===== src/rtl/serial_comp_pkg.sv =====
// serial_comp_pkg: shared types and helpers for the bit-serial magnitude
// comparator. Holds the FSM state encoding, the relation encoding and the
// mapping from a relation to the {l,g,e} flag triple.
package serial_comp_pkg;

    typedef enum logic [1:0] {
        IDLE = 2'd0,
        RUN  = 2'd1,
        DONE = 2'd2
    } state_t;

    typedef enum logic [1:0] {
        REL_EQ = 2'd0,
        REL_LT = 2'd1,
        REL_GT = 2'd2
    } rel_t;

    // Map a relation onto the {l,g,e} triple; exactly one bit is set.
    function automatic logic [2:0] rel_to_lge(input rel_t rel);
        logic [2:0] lge;
        case (rel)
            REL_LT:  lge = 3'b100;
            REL_GT:  lge = 3'b010;
            default: lge = 3'b001;
        endcase
        return lge;
    endfunction

endpackage


===== src/rtl/serial_comp.sv =====
// serial_comp: bit-serial magnitude comparator. Two WIDTH-bit operands
// arrive MSB first, one bit pair per cycle with bit_valid high. The first
// differing pair decides the relation, which then stays frozen. l/g/e are
// loaded on the edge entering DONE and hold until the next comparison ends.
// Optional build macro SERIAL_COMP_SIGNED_EN: treat operands as two's
// complement, so a differing sign bit inverts the unsigned decision.
module serial_comp
    import serial_comp_pkg::*;
#(
    parameter int WIDTH = 8
) (
    input  logic clk,
    input  logic rst_n,
    input  logic start,
    input  logic bit_valid,
    input  logic a_bit,
    input  logic b_bit,
    output logic busy,
    output logic done,
    output logic l,
    output logic g,
    output logic e
);

    localparam int CW = (WIDTH > 1) ? $clog2(WIDTH) : 1;
    localparam logic [CW-1:0] LAST_IDX = CW'(WIDTH - 1);

    state_t        state_q, state_d;
    logic [CW-1:0] cnt_q,   cnt_d;
    rel_t          rel_q,   rel_d;
    logic [2:0]    lge_q,   lge_d;
    rel_t          rel_next;

    // Relation update for the bit pair currently presented; only an
    // undecided relation can change, and only on a differing pair.
    always_comb begin
        rel_next = rel_q;
        if (rel_q == REL_EQ && a_bit != b_bit) begin
`ifdef SERIAL_COMP_SIGNED_EN
            if (cnt_q == '0) begin
                rel_next = a_bit ? REL_LT : REL_GT;
            end else begin
                rel_next = a_bit ? REL_GT : REL_LT;
            end
`else
            rel_next = a_bit ? REL_GT : REL_LT;
`endif
        end
    end

    // Next-state, counter, relation and result flag computation.
    always_comb begin
        state_d = state_q;
        cnt_d   = cnt_q;
        rel_d   = rel_q;
        lge_d   = lge_q;
        case (state_q)
            IDLE: begin
                if (start) begin
                    state_d = RUN;
                    cnt_d   = '0;
                    rel_d   = REL_EQ;
                end
            end
            RUN: begin
                if (bit_valid) begin
                    rel_d = rel_next;
                    if (cnt_q == LAST_IDX) begin
                        state_d = DONE;
                        lge_d   = rel_to_lge(rel_next);
                    end else begin
                        cnt_d = cnt_q + CW'(1);
                    end
                end
            end
            DONE: begin
                state_d = IDLE;
            end
            default: begin
                state_d = IDLE;
            end
        endcase
    end

    // State, counter, relation and result registers; reset clears everything.
    always_ff @(posedge clk or negedge rst_n) begin
        if (!rst_n) begin
            state_q <= IDLE;
            cnt_q   <= '0;
            rel_q   <= REL_EQ;
            lge_q   <= 3'b000;
        end else begin
            state_q <= state_d;
            cnt_q   <= cnt_d;
            rel_q   <= rel_d;
            lge_q   <= lge_d;
        end
    end

    assign busy = (state_q == RUN);
    assign done = (state_q == DONE);
    assign l    = lge_q[2];
    assign g    = lge_q[1];
    assign e    = lge_q[0];

endmodule


===== config.mk =====
export PLATFORM = sky130hd
export DESIGN_NAME = serial_comp
export DESIGN_NICKNAME = d
export VERILOG_FILES = /design/src/rtl/serial_comp_pkg.sv /design/src/rtl/serial_comp.sv
export SDC_FILE = /design/constraint.sdc
export NUM_CORES = 1
export LEC_CHECK = 0
export CAP_MARGIN = 40
export CORE_UTILIZATION = 35
export DETAILED_ROUTE_END_ITERATION = 7
export PLACE_DENSITY = 0.67
export SYNTH_ARGS = -nofsm -noshare
export SYNTH_HDL_FRONTEND = slang
export SYNTH_SLANG_ARGS = --single-unit

===== constraint.sdc =====
create_clock -name clk -period 2.3 [get_ports clk]
set_input_delay 0.69 -clock clk [delete_from_list [all_inputs] [get_ports clk]]
set_output_delay 0.69 -clock clk [all_outputs]
set_load 0.02 [all_outputs]

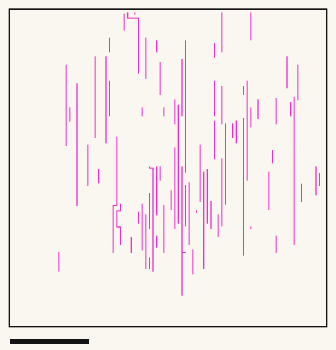
Figure 1: run 1, M2 wires.
Bar = 10 µm.
The wires run mostly vertical. The layer holds 46% of the routed length. The layer carries 409 µm of wire. The longest straight run is 18.7 µm. 54 nets have wire on it.
via count: 351
met2 Use GR: 0.198
WL final: 888 µm

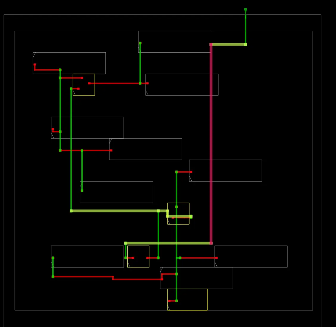
Figure 2: run 1, clock wiring as the flow saved it.
flip-flops: 10
CTS buffer count: 3
CTS Sinks: 10

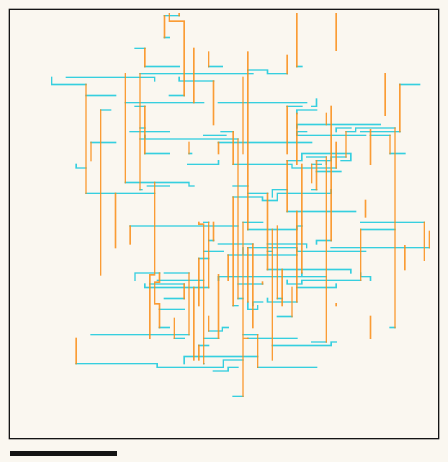
Figure 3: run 1, wiring by layer.
Bar = 10 µm. Only two layers are drawn.
Key: orange = metal 2 [wire length 409 µm]; cyan = metal 1 [wire length 393 µm]
wire per inst: 12.5 µm
aggregate global-route resource usage: 0.146

-- run 1: sequential cells by signal, indices dropped and copies added, names as in the netlist --
name,count
cnt_q,3
lge_q,3
rel_q,2
state_q,2
-- run 1: power groups by stage --
stage / Clock, W / Sequential [W] / Combinational (W)
6_report: 0.000158 / 0.000306 / 0.000348
3_5_place_dp: 0 / 0.000309 / 0.000350
3_3_place_gp: 0 / 0.000308 / 0.000340
5_1_grt: 0.000173 / 0.000320 / 0.000394
4_1_cts: 0.000165 / 0.000306 / 0.000351
2_1_floorplan: 0 / 0.000330 / 0.000206
-- run 1: routing by layer --
metal | track usage | up-vias
li1 | - | 177
met4 | 0.155 | 0
met1 | 0.159 | 160
met2 | 0.198 | 12
met3 | 0.0667 | 2
met5 | 0 | -
-- run 1: layout make-up --
class,count,area (µm²)
clock buffer,4,36.3
tap,15,18.8
multi-input combinational,29,248
sequential,10,250
timing repair buffer,10,100
fill,124,669
inverter,3,11.3
-- run 1: per-stage QoR --
step	cells	area (µm²)	power [W]
after floorplan	42	509	0.000537
after global placement	67	628	0.000648
after detailed placement	67	628	0.000659
after CTS	71	664	0.000823
after global routing	71	664	0.000887
final	71	664	0.000812
-- run 1: worst max path at each step --
stage	from	slack, ps	cells after the start	to
detailed placement	a_bit	60	6	lge_q[0]
finish	state_q[0]	70	2	done
global placement	a_bit	90	6	lge_q[0]
global route	state_q[0]	4	2	done
CTS	state_q[0]	60	2	done
floorplan	a_bit	580	5	lge_q[0]
-- run 1: cell usage after synthesis, drive strengths merged --
cell,instances,share of area
a21oi,3,0.029
a22o,2,0.039
a311oi,1,0.017
and2b,2,0.034
and4bb,1,0.032
dfrtp,10,0.49
ha,4,0.098
inv,3,0.022
mux2,4,0.096
nand2,1,0.0074
nand3,1,0.0098
nor2,3,0.022
nor2b,1,0.012
nor3b,2,0.029
o21ai,1,0.0098
o21ba,1,0.020
or2,1,0.012
or2b,1,0.017
-- run 1: critical path: cells and delay by family (launching register included) --
| kind | cells | cell delay (ps) |
|---|---|---|
| and+or+nand+nor | 1 | 230 |
| buffers and inverters | 1 | 590 |
| DFF | 1 | 450 |
-- run 1: cells by family (layout without fill, tap and decap cells) --
logic type               after synthesis  after routing  share of synthesized area
AND-OR/OR-AND                          8              8                      0.115
adder cells (fa/ha/maj)                4              4                     0.0983
buffers and inverters                  3             17                     0.0221
flip-flops                            10             10                      0.491
multiplexers                           4              4                     0.0958
AND/OR/NAND/NOR                       13             13                      0.177
==> results.py, run 1 <==
# Flow results
metrics = {
    "sta": {
        "worstMarginPinSlew_ps": 455,
        "rsz0062_at_grt": "no",
        "fin_skew_ps": 1.62,
        "setup_slack_ps": 66.5,
        "finalMaxSlewViolations": 0,
        "setup_viol": 0,
        "hold_violations": 0,
        "period_used_share": 0.971,
        "relSlewSlack": 0.695,
        "setup_tns_ps": 0,
        "fmax_mhz": 448,
        "hold_ws_ps": 502,
        "post-route-min-period_ps": 2230,
    },
    "global_route": {
        "antenna_found_initial": 0,
        "grt_max_degree": 11,
        "grt_pass1_wl_mm": 1.34,
        "grt_pass1_vias": 311,
        "grt_overflow": 0,
    },
    "floorplanning": {
        "die_w_um": 40.1,
        "row_count": 13,
        "die_area_um2": 1610,
        "ios": 11,
        "chipHeight_um": 40.1,
        "fp-utilization": 0.382,
    },
    "hold_path": {
        "min_path_type": "flip-flop to flip-flop",
        "worst_hold_path.num_cells": 1,
        "hp-start": "lge_q[1]",
        "whs_endpoint": "lge_q[1]",
    },
    "worst_setup_path": {
        "critPathMaxFanout": 8,
        "required_ps": 1610,
        "reg2reg_from": "cnt_q[0]",
        "arrival_ps": 1540,
        "worst_path_max_delay_cell": "clkdlybuf4s50_1",
        "r2r-end": "cnt_q[0]",
        "cp_cell_sequence": "and2b_2 -> clkdlybuf4s50_1",
        "worstRegToRegCells": 5,
        "crit_path_end_kind": "primary output",
        "r2r_setup_slack_ps": 600,
        "cp_slowest_stage_delay_ps": 590,
        "path_class": "flip-flop to primary output",
    },
    "synth": {
        "ys_chip_area_um2": 509,
        "synth_flops": 10,
        "postSynthSeqShare": 0.491,
        "syn_area_per_cell_um2": 12.1,
        "synth_nets": 52,
        "ys_types": 19,
        "synthesis.area_um2": 509,
        "synthesis.instances": 42,
        "ys_warn_count": 0,
        "ys_cells": 42,
    },
    "clock_network": {
        "clkSlewWorstSetupHoldPaths_ps": 70,
        "tritoncts": "built",
        "cts_resized": 0,
        "clockBufferDepth": 2,
        "cts-htree-levels": 1,
        "postCtsSetupBuffers": 0,
        "holdBufCountCts": 0,
    },
    "drt": {
        "wl_met2_um": 409,
        "top_layer": "met4",
        "drc": 0,
        "wl_met3_um": 61,
        "ant_nets": 0,
        "avgViaCountPerCell": 4.94,
        "met1_length_um": 393,
        "first_pass_iters": 5,
        "drt_iter0_drc": 4,
    },
    "power_and_ir_drop": {
        "power_density_nw_per_um2": 1220,
        "power_switching_w": 0.000265,
        "sw_frac_of_total": 0.327,
        "p_int_w": 0.000547,
        "seqPwrFrac": 0.377,
        "leakage_nw": 0.317,
        "pwr-share-comb": 0.428,
        "power.share.clock": 0.195,
        "vdd_drop_max_mv": 0.538,
    },
    "finish": {
        "final_cell_mix": "10 x dfrtp_1, 10 x clkdlybuf4s50_1, 4 x ha_1",
        "diodes": 0,
        "layout-drive-gt1-share": 0.286,
        "fin_util": 0.498,
        "nets": 67,
        "area_growth_pct": 30.5,
    },
    "job": {
        "drv_cap": 0,
        "warning_count": 27,
    },
    "placement": {
        "dp.final_hpwl_um": 646,
        "io_buffers": 10,
        "gp_congestion": 0.674,
        "dpl_worst_slack_ps": 62.1,
    },
    "status": {
        "status": "finished clean",
    },
}
==> inputs of run 2 (changes only) <==
--- a/config.mk
+++ b/config.mk
@@ -7,6 +7,7 @@
 export LEC_CHECK = 0
 export CAP_MARGIN = 40
 export CORE_UTILIZATION = 35
+export CTS_CLUSTER_DIAMETER = 150
 export DETAILED_ROUTE_END_ITERATION = 7
 export PLACE_DENSITY = 0.67
 export SYNTH_ARGS = -nofsm -noshare
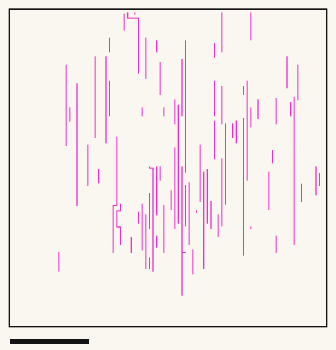
Figure 4: run 2, M2 wires.
Bar = 10 µm.

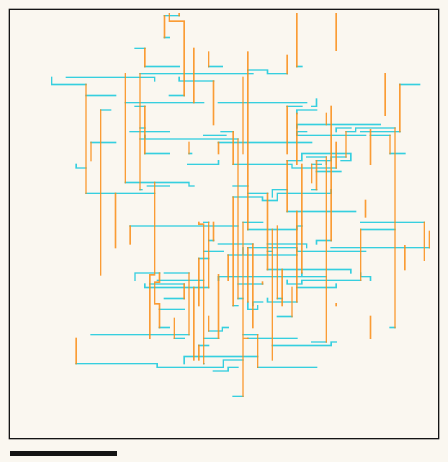
Figure 5: run 2, wiring by layer.
Bar = 10 µm. Only two layers are drawn.
Key: orange = metal 2 [wire length 409 µm]; cyan = metal 1 [wire length 393 µm]

==> results.py, run 2 <==
# Flow results
metrics = {
    "status": {
        "status": "finished clean",
    },
    "global_route": {
        "grt_usage": 0.146,
        "antenna_found_initial": 0,
        "grt_max_degree": 11,
        "met3_usage": 0.0667,
        "grt_pass1_wl_mm": 1.34,
        "busiest_layer": "met2",
        "use_met2": 0.198,
        "grt_pass1_vias": 311,
        "globalRouteMet1Util": 0.159,
        "grt_overflow": 0,
    },
    "drt": {
        "avgViaCountPerCell": 4.94,
        "ant_nets": 0,
        "drt_iter0_drc": 4,
        "drc": 0,
        "route.vias.total": 351,
        "post_drt_wl_per_cell_um": 12.5,
        "first_pass_iters": 5,
        "wl_um": 888,
    },
    "floorplanning": {
        "fp.coreArea_um2": 1330,
        "row_count": 13,
        "fp-utilization": 0.382,
        "chipHeight_um": 40.1,
        "ios": 11,
        "die_area_um2": 1610,
        "die_w_um": 40.1,
    },
    "power_and_ir_drop": {
        "seqPwrFrac": 0.377,
        "sw_frac_of_total": 0.327,
        "power_w": 0.000812,
        "p_int_w": 0.000547,
        "power_switching_w": 0.000265,
        "power.share.clock": 0.195,
        "pwr-share-comb": 0.428,
        "leakage_nw": 0.317,
        "vdd_drop_max_mv": 0.538,
        "power_density_nw_per_um2": 1220,
    },
    "clock_network": {
        "cts_num_sinks": 10,
        "clk_latency_ps": 270,
        "cts_resized": 0,
        "cts-htree-levels": 1,
        "tritoncts": "built",
        "clkSlewWorstSetupHoldPaths_ps": 70,
        "postCtsSetupBuffers": 0,
        "clockBufferDepth": 2,
        "cts_inserted_buffers": 3,
        "ctsRootBufferMaster": "clkbuf_4",
        "holdBufCountCts": 0,
    },
    "placement": {
        "io_buffers": 10,
        "dp.final_hpwl_um": 646,
        "place_area_um2": 628,
        "gp_congestion": 0.674,
        "dpl_worst_slack_ps": 62.1,
    },
    "worst_setup_path": {
        "arrival_ps": 1540,
        "crit_path_end_kind": "primary output",
        "worst_path_max_delay_cell": "clkdlybuf4s50_1",
        "cp-start-kind": "flip-flop",
        "reg2reg_from": "cnt_q[0]",
        "path_class": "flip-flop to primary output",
        "cp_cell_sequence": "and2b_2 -> clkdlybuf4s50_1",
        "r2r-end": "cnt_q[0]",
        "cp_slowest_stage_delay_ps": 590,
        "required_ps": 1610,
        "worstRegToRegCells": 5,
        "critPathMaxFanout": 8,
        "r2r_setup_slack_ps": 600,
    },
    "finish": {
        "final_cell_mix": "10 x dfrtp_1, 10 x clkdlybuf4s50_1, 4 x ha_1",
        "fin_util": 0.498,
        "top_regs": "cnt_q (3), lge_q (3)",
        "layout-drive-gt1-share": 0.286,
        "nets": 67,
        "flop_area_um2": 250,
        "comb_area_um2": 248,
        "diodes": 0,
        "nFillCells": 124,
        "area_growth_pct": 30.5,
        "design_area_um2": 664,
    },
    "synth": {
        "yosysMostFrequentCell": "dfrtp_1",
        "ys_cells": 42,
        "ys_types": 19,
        "synth_flops": 10,
        "synth.top_cells.by_count": "10 x dfrtp_1, 4 x ha_1",
        "top_cells_by_area": "dfrtp_1 49%, ha_1 9.8%, mux2_2 6.6%",
        "postSynthSeqShare": 0.491,
        "ys_warn_count": 0,
        "async_flop_share": 1.00,
        "syn_area_per_cell_um2": 12.1,
        "synthesis.area_um2": 509,
        "synthesis.instances": 42,
        "top_area_frac": 0.491,
        "ys_chip_area_um2": 509,
        "edf_count": 0,
        "synth_nets": 52,
        "top_area_cell": "dfrtp_1",
        "dominantRegCellSynth": "dfrtp_1",
    },
    "sta": {
        "finalMaxSlewViolations": 0,
        "relSlewSlack": 0.695,
        "worstMarginPinSlew_ps": 455,
        "fin_skew_ps": 1.62,
        "post-route-min-period_ps": 2230,
        "setup_slack_ps": 66.5,
        "setup_tns_ps": 0,
        "fmax_mhz": 448,
        "period_used_share": 0.971,
        "hold_violations": 0,
        "setup_viol": 0,
        "rsz0062_at_grt": "no",
    },
    "hold_path": {
        "worst_hold_path.num_cells": 1,
        "whs_endpoint": "lge_q[1]",
        "min_path_type": "flip-flop to flip-flop",
        "hp-start": "lge_q[1]",
    },
    "job": {
        "warning_count": 27,
        "drv_cap": 0,
    },
}
run 2: per-layer routing:
| metal | part of all wire | vias up |
|---|---|---|
| met2 | 0.46 | 12 |
| met3 | 0.069 | 2 |
| met4 | 0.028 | 0 |
| met5 | 0 | - |
| li1 | - | 177 |
| met1 | 0.44 | 160 |
run 2: final cells by class:
class                           count  area share
Inverter                            3      0.0169
Multi-Input combinational cell     29       0.373
Tap cell                           15      0.0282
Timing Repair Buffer               10       0.151
Sequential cell                    10       0.377
Clock buffer                        4      0.0546
run 2: how the worst max path moves through the flow:
| stage | start | endpoint | slack, ps |
|---|---|---|---|
| 4_1_cts | state_q[0] | done | 60 |
| 3_5_place_dp | a_bit | lge_q[0] | 60 |
| 5_1_grt | state_q[0] | done | 4 |
| 6_report | state_q[0] | done | 70 |
| 3_3_place_gp | a_bit | lge_q[0] | 90 |
| 2_1_floorplan | a_bit | lge_q[0] | 580 |
run 2: metrics by stage:
stage	instances	hold WS, ps
final	71	502
after global placement	67	487
after floorplan	42	394
after CTS	71	508
after detailed placement	67	493
after global routing	71	528
run 2: logic make-up after synthesis:
family                   after synthesis  synth area share
flip-flops                            10             0.491
adder cells (fa/ha/maj)                4            0.0983
AND/OR/NAND/NOR                       13             0.177
buffers and inverters                  3            0.0221
multiplexers                           4            0.0958
AND-OR/OR-AND                          8             0.115
run 2: power by group through the flow:
stage                     clock [W]  combinational, W  sequential, W
after floorplan                   0          0.000206       0.000330
after global placement            0          0.000340       0.000308
after detailed placement          0          0.000350       0.000309
after CTS                  0.000165          0.000351       0.000306
after global routing       0.000173          0.000394       0.000320
final                      0.000158          0.000348       0.000306
run 2: worst max-delay path: cells and delay by family, from the launching register on:
family	cells	cell delay, ps
buf+inv	1	590
simple gates	1	230
flops	1	450
Figure 6. Clock wiring as the flow saved it (run 2).
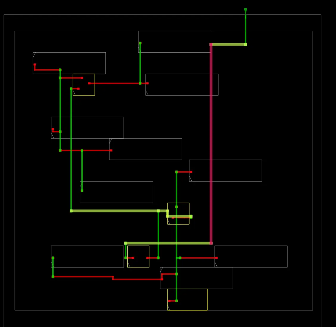

==> inputs of run 3 (changes only) <==
--- a/config.mk
+++ b/config.mk
@@ -5,11 +5,13 @@
 export SDC_FILE = /design/constraint.sdc
 export NUM_CORES = 1
 export LEC_CHECK = 0
+export ABC_CLOCK_PERIOD_IN_PS = 2300
 export CAP_MARGIN = 40
 export CORE_UTILIZATION = 35
 export CTS_CLUSTER_DIAMETER = 150
 export DETAILED_ROUTE_END_ITERATION = 7
 export PLACE_DENSITY = 0.67
+export SETUP_SLACK_MARGIN = 0.4
 export SYNTH_ARGS = -nofsm -noshare
 export SYNTH_HDL_FRONTEND = slang
 export SYNTH_SLANG_ARGS = --single-unit
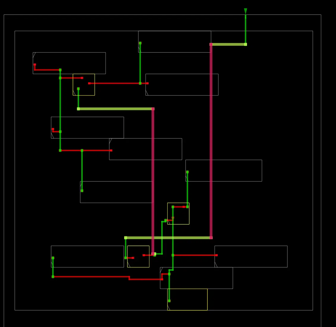
Figure 7: run 3, clock wiring as the flow saved it.
Worst-Skew Late Latency: 270 ps
CLK BUF: 4
clock network power: 0.000159 W
Post-Route Skew: 2.02 ps

==> results.py, run 3 <==
# Flow results
metrics = {
    "floorplanning": {
        "fp.coreArea_um2": 1330,
        "ios": 11,
        "chipHeight_um": 40.1,
        "die_w_um": 40.1,
        "die_area_um2": 1610,
    },
    "sta": {
        "worstMarginPinSlew_ps": 452,
        "relSlewSlack": 0.698,
        "fmax_mhz": 542,
        "setup_viol": 0,
        "rsz0062_at_grt": "no",
        "finalMaxSlewViolations": 0,
        "hold_ws_ps": 497,
        "hold_violations": 0,
        "period_used_share": 0.803,
        "post-route-min-period_ps": 1850,
    },
    "placement": {
        "dp.final_hpwl_um": 646,
        "io_buffers": 10,
        "gp_congestion": 0.674,
    },
    "drt": {
        "ant_nets": 0,
        "avgViaCountPerCell": 4.95,
        "drt_iter0_drc": 7,
        "first_pass_iters": 4,
        "drc": 0,
    },
    "worst_setup_path": {
        "path_class": "flip-flop to primary output",
        "crit_start": "state_q[0]",
        "reg2reg_from": "cnt_q[0]",
        "critPathMaxFanout": 5,
        "arrival_ps": 1160,
        "required_ps": 1610,
        "r2r_setup_slack_ps": 600,
        "cp-start-kind": "flip-flop",
    },
    "synth": {
        "top_cells_by_area": "dfrtp_1 49%, ha_1 9.8%, mux2_2 6.6%",
        "ys_top_logic_family": "simple AND/OR/NAND/NOR gates",
        "synth-compound-area-share": 0.115,
        "top_area_frac": 0.491,
        "syn_area_per_cell_um2": 12.1,
        "async_flop_share": 1.00,
        "adder_share": 0.0983,
        "ys_warn_count": 0,
        "top_area_cell": "dfrtp_1",
        "ys_cells": 42,
        "ys_types": 19,
        "ys_sh_xor": 0,
        "synthesis.area_um2": 509,
        "dominantRegCellSynth": "dfrtp_1",
        "postSynthSeqShare": 0.491,
        "synthesis.instances": 42,
        "yosysMostFrequentCell": "dfrtp_1",
        "synthMuxAreaShare": 0.0958,
        "synth_flops": 10,
        "simple_gate_area_frac": 0.177,
    },
    "power_and_ir_drop": {
        "leakage_nw": 0.374,
        "vdd_drop_max_mv": 0.525,
        "power_density_nw_per_um2": 1190,
    },
    "global_route": {
        "grt_pass1_wl_mm": 1.33,
        "antenna_found_initial": 0,
        "grt_overflow": 0,
        "grt_max_degree": 11,
    },
    "finish": {
        "final_cell_mix": "9 x dfrtp_1, 5 x buf_4, 4 x ha_1",
        "area_growth_pct": 40.3,
        "diodes": 0,
        "layout-drive-gt1-share": 0.410,
        "top_regs": "cnt_q (3), lge_q (3)",
    },
    "clock_network": {
        "clkSlewWorstSetupHoldPaths_ps": 70,
        "cts_inserted_buffers": 3,
        "cts_num_sinks": 10,
        "cts-htree-levels": 1,
        "tritoncts": "built",
        "holdBufCountCts": 0,
        "clockBufferDepth": 2,
    },
    "status": {
        "status": "finished clean",
    },
    "job": {
        "drv_cap": 0,
        "warning_count": 28,
    },
    "hold_path": {
        "hp-start": "lge_q[1]",
    },
}
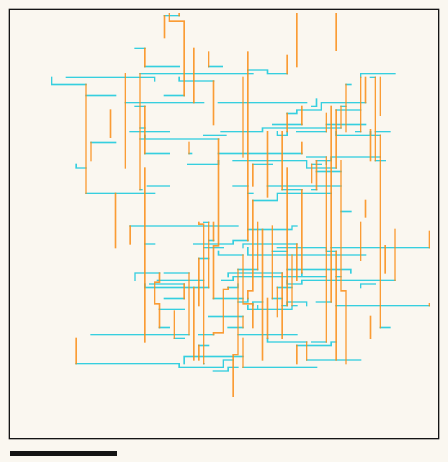
Figure 8: run 3, wiring by layer.
Bar = 10 µm. Only two layers are drawn.
Key: cyan = metal 1 [wire length 409 µm]; orange = metal 2 [wire length 454 µm]
wire per inst: 12.6 µm
WL final: 959 µm
via count: 376
aggregate global-route resource usage: 0.145

run 3: cell families (layout without fill, tap and decap cells):
family,after synthesis,in the layout
adders and majority gates,4,4
AOI/OAI and AO/OA,8,8
and+or+nand+nor,13,13
buffers and inverters,3,22
muxes,4,4
DFF,10,10
run 3: area by class of cell:
type | instances | area, µm²
Fill cell | 128 | 619
Multi-Input combinational cell | 29 | 262
Sequential cell | 10 | 251
Timing Repair Buffer | 15 | 135
Clock buffer | 4 | 36.3
Tap cell | 15 | 18.8
Inverter | 3 | 11.3
run 3: path summary, 6_finish.rpt:
kind | end | cells past startpoint
min in group asynchronous | rel_q[0] | 1
setup reg to reg | cnt_q[0] | 5
hold reg to reg | lge_q[1] | 1
hold / removal | lge_q[1] | 1
setup / recovery | busy | 2
max in group asynchronous | state_q[0] | 1
run 3: power by group:
| part | switching (W) | internal [W] |
|---|---|---|
| clock network | 0.0000626 | 0.0000963 |
| logic | 0.000166 | 0.000220 |
| registers | 0.0000509 | 0.000252 |
run 3: per-layer routing:
metal	track usage	routed length (µm)
met1	0.155	408
met3	0.0667	54
met5	0	0
met2	0.198	454
met4	0.155	42
run 3: metrics by stage:
step / area [µm²] / setup WS, ps / util / power [W] / instances
6_report: 714 / 454 / 0.536 / 0.000848 / 76
5_1_grt: 714 / 413 / 0.536 / 0.000921 / 76
4_1_cts: 671 / 383 / 0.503 / 0.000810 / 71
3_5_place_dp: 628 / 62.1 / 0.471 / 0.000659 / 67
3_3_place_gp: 628 / 89.8 / 0.471 / 0.000648 / 67
2_1_floorplan: 509 / 578 / - / 0.000537 / 42
run 3: repair_timing:
item / CTS / global route
endpoints found under the hold margin: 0 / 0
pin swaps: 0 / 2
setup endpoints to repair: 6 / 4
resized: 11 / 4
buffers inserted: 0 / 5
run 3: worst max-delay path, stage by stage, from the launching register on:
cell	delay (ps)
dfrtp_2	430
and2b_2	210
clkdlybuf4s15_2	250
Power figures rest on the tool's default switching activity, not on a simulated workload.
